File: src/rtl/regfile_write_arbiter.sv
// regfile_write_arbiter
//   Drives the single write port of the register file. After reset, or on an
//   init request, it sweeps every register to its own index value. After the
//   sweep it shares the port among N_REQ writeback requesters with
//   round-robin fairness.
//
// Ports
//   i_clk, i_rst_n   clock (rising edge), asynchronous active-low reset
//   i_init_req       pulse: restart the initialisation sweep
//   i_req            per-requester write request, held until granted
//   i_req_addr       packed target addresses, requester i at [i*ADDR_W +: ADDR_W]
//   i_req_data       packed write data, requester i at [i*DATA_W +: DATA_W]
//   o_grant          combinational one-hot (or zero) accept for this cycle
//   o_WriteEn        registered write enable to the register file
//   o_WriteAddress   registered write address
//   o_WriteData      registered write data
//   o_init_busy      high while the sweep is running
module regfile_write_arbiter #(
  parameter int N_REQ  = 3,
  parameter int DATA_W = 32,
  parameter int ADDR_W = 5
) (
  input  logic                     i_clk,
  input  logic                     i_rst_n,
  input  logic                     i_init_req,
  input  logic [N_REQ-1:0]         i_req,
  input  logic [N_REQ*ADDR_W-1:0]  i_req_addr,
  input  logic [N_REQ*DATA_W-1:0]  i_req_data,
  output logic [N_REQ-1:0]         o_grant,
  output logic                     o_WriteEn,
  output logic [ADDR_W-1:0]        o_WriteAddress,
  output logic [DATA_W-1:0]        o_WriteData,
  output logic                     o_init_busy
);

  localparam int PTR_W = (N_REQ > 1) ? $clog2(N_REQ) : 1;
  // One past the last register index. The counter is one bit wider so that
  // reaching this value marks "sweep issued" without wrapping back to 0.
  localparam logic [ADDR_W:0]  SWEEP_END = {1'b1, {ADDR_W{1'b0}}};
  localparam logic [PTR_W-1:0] LAST_REQ  = PTR_W'(N_REQ - 1);
  localparam logic [PTR_W:0]   N_REQ_W   = (PTR_W + 1)'(N_REQ);

  typedef enum logic [0:0] {
    INIT = 1'b0,
    RUN  = 1'b1
  } state_t;

  state_t              state_r,     stateNext_s;
  logic [ADDR_W:0]     sweepCnt_r,  sweepCntNext_s;
  logic [PTR_W-1:0]    rrPtr_r,     rrPtrNext_s;
  logic                writeEn_r,   writeEnNext_s;
  logic [ADDR_W-1:0]   writeAddr_r, writeAddrNext_s;
  logic [DATA_W-1:0]   writeData_r, writeDataNext_s;
  logic                busy_r;

  logic [N_REQ-1:0]    grant_s;
  logic [PTR_W-1:0]    grantIdx_s;
  logic [PTR_W:0]      scanSum_s;
  logic [PTR_W-1:0]    scanIdx_s;
  logic                scanHit_s;

  // Round-robin search: first asserted request at or above the pointer,
  // wrapping modulo N_REQ. Masked outside RUN and while an init is requested.
  always_comb begin
    grant_s    = '0;
    grantIdx_s = '0;
    scanSum_s  = '0;
    scanIdx_s  = '0;
    scanHit_s  = 1'b0;
    if ((state_r == RUN) && !i_init_req) begin
      for (int k = 0; k < N_REQ; k++) begin
        scanSum_s = {1'b0, rrPtr_r} + (PTR_W + 1)'(k);
        if (scanSum_s >= N_REQ_W) begin
          scanSum_s = scanSum_s - N_REQ_W;
        end else begin
          scanSum_s = scanSum_s;
        end
        scanIdx_s = scanSum_s[PTR_W-1:0];
        if (!scanHit_s && i_req[scanIdx_s]) begin
          scanHit_s           = 1'b1;
          grant_s[scanIdx_s]  = 1'b1;
          grantIdx_s          = scanIdx_s;
        end else begin
          scanHit_s = scanHit_s;
        end
      end
    end else begin
      grant_s = '0;
    end
  end

  // Next-state, sweep counter, pointer and write-port values.
  always_comb begin
    stateNext_s     = state_r;
    sweepCntNext_s  = sweepCnt_r;
    rrPtrNext_s     = rrPtr_r;
    writeEnNext_s   = 1'b0;
    writeAddrNext_s = writeAddr_r;
    writeDataNext_s = writeData_r;
    if (i_init_req) begin
      // Restart the sweep; the pointer is deliberately left untouched.
      stateNext_s    = INIT;
      sweepCntNext_s = '0;
    end else begin
      case (state_r)
        INIT: begin
          if (sweepCnt_r == SWEEP_END) begin
            // Last sweep write is on the outputs this cycle; hand over next.
            stateNext_s = RUN;
          end else begin
            writeEnNext_s   = 1'b1;
            writeAddrNext_s = sweepCnt_r[ADDR_W-1:0];
            writeDataNext_s = DATA_W'(sweepCnt_r[ADDR_W-1:0]);
            sweepCntNext_s  = sweepCnt_r + (ADDR_W + 1)'(1);
          end
        end
        RUN: begin
          if (|grant_s) begin
            writeEnNext_s   = 1'b1;
            writeAddrNext_s = i_req_addr[grantIdx_s*ADDR_W +: ADDR_W];
            writeDataNext_s = i_req_data[grantIdx_s*DATA_W +: DATA_W];
            rrPtrNext_s     = (grantIdx_s == LAST_REQ) ? '0 : grantIdx_s + PTR_W'(1);
          end else begin
            writeEnNext_s = 1'b0;
          end
        end
        default: begin
          stateNext_s    = INIT;
          sweepCntNext_s = '0;
        end
      endcase
    end
  end

  // State and output registers; reset discards any pending write.
  always_ff @(posedge i_clk or negedge i_rst_n) begin
    if (!i_rst_n) begin
      state_r     <= INIT;
      sweepCnt_r  <= '0;
      rrPtr_r     <= '0;
      writeEn_r   <= 1'b0;
      writeAddr_r <= '0;
      writeData_r <= '0;
      busy_r      <= 1'b1;
    end else begin
      state_r     <= stateNext_s;
      sweepCnt_r  <= sweepCntNext_s;
      rrPtr_r     <= rrPtrNext_s;
      writeEn_r   <= writeEnNext_s;
      writeAddr_r <= writeAddrNext_s;
      writeData_r <= writeDataNext_s;
      busy_r      <= (stateNext_s == INIT);
    end
  end

  assign o_grant        = grant_s;
  assign o_WriteEn      = writeEn_r;
  assign o_WriteAddress = writeAddr_r;
  assign o_WriteData    = writeData_r;
  assign o_init_busy    = busy_r;

endmodule

File: config.mk
export PLATFORM = sky130hd
export DESIGN_NAME = regfile_write_arbiter
export DESIGN_NICKNAME = d
export VERILOG_FILES = /design/src/rtl/regfile_write_arbiter.sv
export SDC_FILE = /design/constraint.sdc
export NUM_CORES = 1
export LEC_CHECK = 0
export ABC_AREA = 1
export CORE_ASPECT_RATIO = 0.9
export CORE_MARGIN = 4
export CORE_UTILIZATION = 45
export CTS_CLUSTER_DIAMETER = 120
export DETAILED_ROUTE_END_ITERATION = 10
export HOLD_SLACK_MARGIN = 0.03
export PLACE_DENSITY = 0.95
export SLEW_MARGIN = 20
export SYNTH_ARGS = -nofsm -noshare
export SYNTH_HDL_FRONTEND = slang
export SYNTH_SLANG_ARGS = --single-unit
File: constraint.sdc
create_clock -name i_clk -period 3.4 [get_ports i_clk]
set_input_delay 0.68 -clock i_clk [delete_from_list [all_inputs] [get_ports i_clk]]
set_output_delay 0.68 -clock i_clk [all_outputs]
set_load 0.1 [all_outputs]
==> results.yml <==
# implementation run metrics
status:
  run_status: "finished clean"
sta:
  clock-skew-final_ps: 5.54
  rsz_0062_raised_after_global_routing: "no"
  timing.final.max_slew_violations: 0
  max_clock_freq_ghz: 0.341
  share_of_the_clock_period_used_by_the_worst_path_after_layout_pct: 86.3
  slew_headroom_pct: 33.6
clock_network:
  post_cts_resized: 0
  clk_pin_slew_ps: 90
  cts_root_buffer: "clkbuf_8"
  htree_num_levels: 2
  ctsLongestPathBuffers: 2
route:
  drt-met1-wl_mm: 4.26
  detail_route.vias_per_cell: 5.11
  met2_wirelength_mm: 5.41
  drtIter0Drc: 188
critical_path:
  critical_path.cell_chain: "clkdlybuf4s50_1, inv_2, o21ai_2, nand2_2, nand2_1, nand2_1, nand2_1, nand2_1, nand2_1, inv_1, buf_12"
  worst_r2r_path_depth: 16
  critical_path.max_stage_delay_ps: 540
  slowest_stage: "clkdlybuf4s50_1"
  worst-path-buf-inv: 4
  crit_path_frequent_cell: "nand2_1"
  crit_path_start_kind: "input pin"
  setup_slack_reg_to_reg_ps: 600
  critical_path.max_fanout: 7
  crit_arrival_ps: 2250
global_routing:
  met3_demand_to_capacity_share_in_global_routing_pct: 4.60
  first_global_vias: 3609
  grt_antenna_before_repair: 0
placed_design:
  gp_routability_congestion: 0.903
  place_area_um2: 4850
  dpl_worst_slack_ps: 412
layout:
  final.fill_count: 587
  mostFrequentLayoutCells: "nand2_1, clkdlybuf4s50_1, nand3_1, dfrtp_1, inv_1"
  final-nonclk-buf-share_pct: 33.3
  fin_nets: 764
  largest_class: "combinational gates"
  layout.cells.most_common: "nand2_1"
  n_sequential_cell: 48
  final_layout_size_suffix_gt1_share_pct: 9.67
  logic_gate_count: 370
  number_of_flip_flops_under_the_largest_register_name: 32
logic_synthesis:
  synth.mux.area_fraction_pct: 0
  yosysUniqueCellTypes: 31
  synth.comb.largest_family: "simple AND/OR/NAND/NOR gates"
  number_of_synthesized_flops_with_an_enable_pin: 0
  ao_oa_area_share_pct: 4.07
  postSynthRegisterBits: 48
  yosys_most_used_dff: "dfrtp_1"
  synth.yosys.seq_area_share_pct: 36.6
  synthesized_area_per_cell_um2: 6.63
power:
  swShare_pct: 31.1
  power.internal_mw: 0.905
  design_power_total_mw: 1.31
  power_density_nw_per_um2: 266
  power_frac_clock_pct: 25.1
floorplan:
  floorplanUtilization_pct: 46.5
  top_level_ports: 159
  die.size.x_um: 98.1
  rows: 29
run:
  openroad.warnings: 30
[cell usage after synthesis, types with 3 or more instances]
| library cell | count | share of area [%] |
|---|---|---|
| nand2_1 | 186 | 21 |
| nand3_1 | 116 | 18 |
| dfrtp_1 | 47 | 36 |
| inv_1 | 41 | 4.7 |
| nor2_1 | 25 | 2.9 |
| buf_2 | 16 | 2.4 |
| buf_6 | 7 | 2.4 |
| a21oi_2 | 6 | 1.6 |
| ha_1 | 6 | 2.3 |
| inv_2 | 6 | 0.68 |
| a21oi_1 | 5 | 0.76 |
| o21ai_0 | 5 | 0.76 |
| buf_4 | 4 | 0.91 |
| nand4_1 | 3 | 0.57 |
| nor2_2 | 3 | 0.57 |
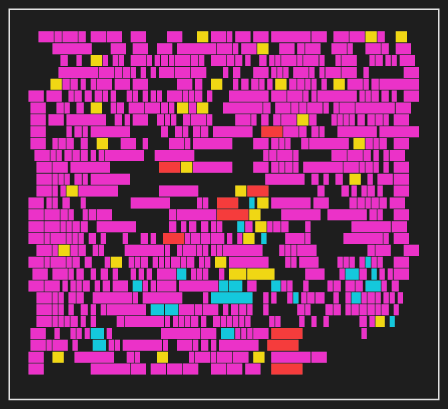
(images/sizes.png)
_2 cells: in cyan, cells 21, share 3.3%. _3 and _4 cells: in yellow, cells 32, share 5.0%, most used buf_4. _6 and larger: in red, cells 9, share 1.4%, most used clkbuf_8. _0 and _1 cells: in magenta, cells 579, share 90%, most used nand2_1.
minimum setup slack in the final design: 466 ps
Area Growth Syn to Fin: 49.8%
Final Cell Area: 4930 um2
count of buffers not belonging to the clock network in the layout: 167

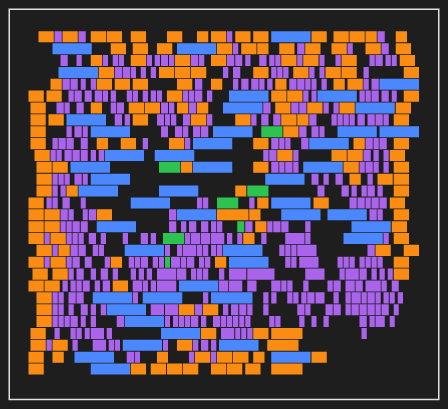
(images/placement_by_type.png)
flops: in blue, cells 48. combinational and other logic: in purple, cells 419. other buffers and delay cells: in orange, cells 167. clock drivers and dummy loads: in green, cells 7.

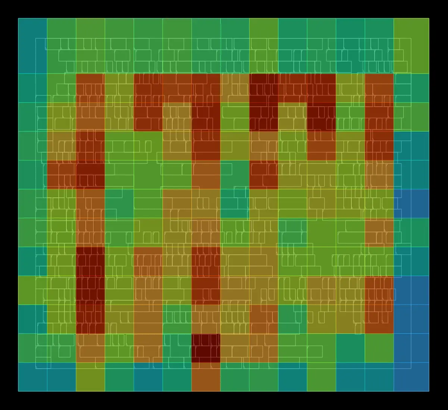
(images/congestion.png)
GR met2 Demand/Resource: 40.9%
most utilized layer in the global route result: met2
Util after Layout: 69.6%

Power is estimated from default activity; no workload was simulated.
